Design mul16_seq, sky130hd; sources not shown.
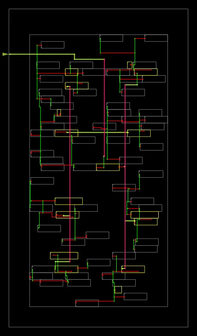
**Above:** the clock network.
Clk. pwr: 773 uW
Num Clock Sinks: 57

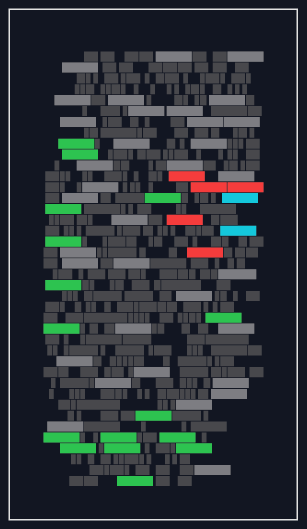
**Above:** register map, names as in the netlist.
Scale: 4 px per um. Other sequential cells in the stronger gray, the rest of the logic in the fainter gray.
cyan -> state  # placed flops 2
red -> cnt  # placed flops 5
green -> m  # placed flops 16
not colored = 34
Reg area: 1428 um^2
fraction of area in registers: 33.94%
final core utilization: 70.04%

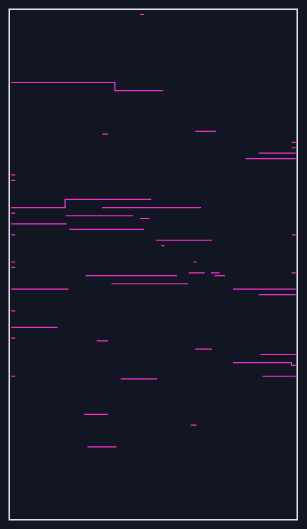
**Above:** met3 routing.
Scale: 4 px per um.
main direction = horizontal
wire length on this layer = 363 um
share of all routed wire = 4.6%
longest straight run = 25.8 um
nets with wire on the layer = 35
final wirelength: 7883 um
Vias: 2644
GR met3 Demand/Resource: 5.016%

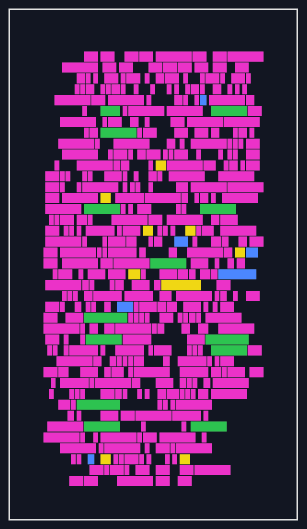
**Above:** sizing map.
Scale: 4 px per um.
green -> drive 6 and up  # cells 13, most used clkbuf_16
yellow -> drive 3 to 4  # cells 9, most used buf_4
magenta -> drive 1 or less  # cells 395, most used nand2_1
blue -> drive 2  # cells 6
Final WS setup: 0.3591 ns
Buffers excl. clock: 74
Finished Cell Area: 4207 um^2

==> results.toml <==
# flow metrics
[pwr]
comb-power_mw = 1.75
intPower_mw = 2.069
swShare_pct = 40.61
p_leak_nw = 1.998
clockPowerShare_pct = 22.2
p_seq_share_pct = 27.5
ir_drop_uv = 486.5
powerSeq_uw = 957
power_density_nw_per_um2 = 828.3
p_comb_share_pct = 50.4
total_power_mw = 3.484
switching_power_mw = 1.415
maxPowerGroup = "combinational cells"

[final_timing]
post-route-min-period_ns = 4.241
tightest_slew_ns = 0.9479
setup_viol = 0
max_slew_margin_pct = 36.80
rsz0062_at_grt = "false"
worst_hold_slack_ns = 0.2158
tns_ns = 0
post-route-period-util_pct = 92.19
max_freq_ghz = 0.2358
slew_violations = 0

[place]
dp_slack_ns = 0.3697
postPlaceCellArea_um2 = 3861
place.detailed.hpwl_um = 5480
io_buffers = 68
dp.cells = 470

[status]
outcome = "finished clean"

[cells_and_area]
layout.cells.non_filler = 486
logic_area_um2 = 1540
clk_share_pct = 8.209
n_antenna_cell = 0
flops = 57
areaGrowthSynthToFinish_pct = 33.25
comb_area_share_pct = 36.62
num-fill-cells = 468
comb_cells = 251
final_layout_top_logic_cell = "nand2_1"
inverters_excl_clock = 25
clock_buffers = 11
layout.nonclk_buf_share_pct = 17.13
area_dominant_class = "combinational gates"
final_nets = 483
final_cell_mix = "106 x nand2_1, 67 x clkdlybuf4s50_1, 56 x dfrtp_1"
drive_gt1_share_pct = 6.619

[yosys]
yosysWarnings = 0
ys_chip_area_um2 = 3157
syn-num-nets = 417
edf_count = 0
top_area_share_pct = 44.39
syn_area_um2 = 3157
common_cells = "106 x nand2_1, 56 x dfrtp_1, 36 x nor2_1"
post_synth_and_or_nand_nor_area_fraction_pct = 21.52
ys_types = 35
syn_inst = 352
top_cell = "nand2_1"
synthArstFlopShare_pct = 100.0
compound_area_share_pct = 10.46
ys_seq_share_pct = 45.22
avgSynthCellArea_um2 = 8.968
ys_ff = 57
topCellsByArea = "dfrtp_1 44%, nand2_1 13%, fa_1 7.6%"
top_logic_kind = "simple AND/OR/NAND/NOR gates"
ys_cells = 352
ff_type = "dfrtp_1"
largest_area_cell = "dfrtp_1"
xor_share_pct = 1.665
ys_sh_adder_pct = 14.74
synth.area.mux_share_pct = 0.3171

[global_routing]
track_usage_pct = 18.42
grt_pass1_vias = 2773
grt_max_degree = 58
grt_pass1_wl_um = 13080
grt-ovfl-total = 0
grt_use_met1_pct = 18.62
antenna_found_initial = 0
grt_util_met2_pct = 32.94
grt.busiest_layer = "met2"

[worst_setup_path]
reg2regPathDepth = 15
cpLargestDelayFamily = "adder cells"
cp.required_ns = 4.80
cp_num_cells = 15
cp_num_buf_inv = 1
cp-end-kind = "flip-flop"
crit_arrival_ns = 4.45
critPathSlowestCell = "fa_1"
rrSetupSlack_ns = 0.36
crit_type = "flip-flop to flip-flop"
path_max_fanout = 17
crit_chain = "buf_4, nand2_1, fa_1, fa_1, fa_1, a41oi_1, or2_1, and2_4, mux2i_1, fa_1, fa_1, fa_1, xnor2_1, nand2_1, a21oi_1"
crit_path_frequent_cell = "fa_1"
critPathLaunchType = "flip-flop"
critical_path.max_stage_delay_ns = 0.43

[floorplanning]
core-area_um2 = 6006
die_h_um = 127.3
fp_util_pct = 52.56
tap_cells = 63
num_rows = 40
die_area_um2 = 9116
die_w_um = 71.63
pin_count = 69

[detailed_routing]
wl_met2_um = 4333
met1Wirelength_um = 2954
ant_nets = 0
avgViaCountPerCell = 5.440
top_layer = "met4"
wl_met3_um = 363
wire_per_inst_um = 16.22
route.detailed.drc = 0
drtIter0Drc = 145
dr.pass1.iters = 4

[hold_path]
hold_path.class = "input port to async pin"

[clock_tree]
numCtsBuffers = 9
cts_tree = "done"
clk_pin_slew_ns = 0.05
h-tree-depth = 3
clk_path_buf_depth = 2
insertion_delay_ns = 0.33
postCtsHoldBufs = 0
cts_root_buf = "clkbuf_16"
post-cts-setup-buffer-count = 0
postCtsResizedCells = 0

[job]
max_cap_violations = 0
warning_count = 29
No activity file was given, so power comes from the tool's default toggle rates.
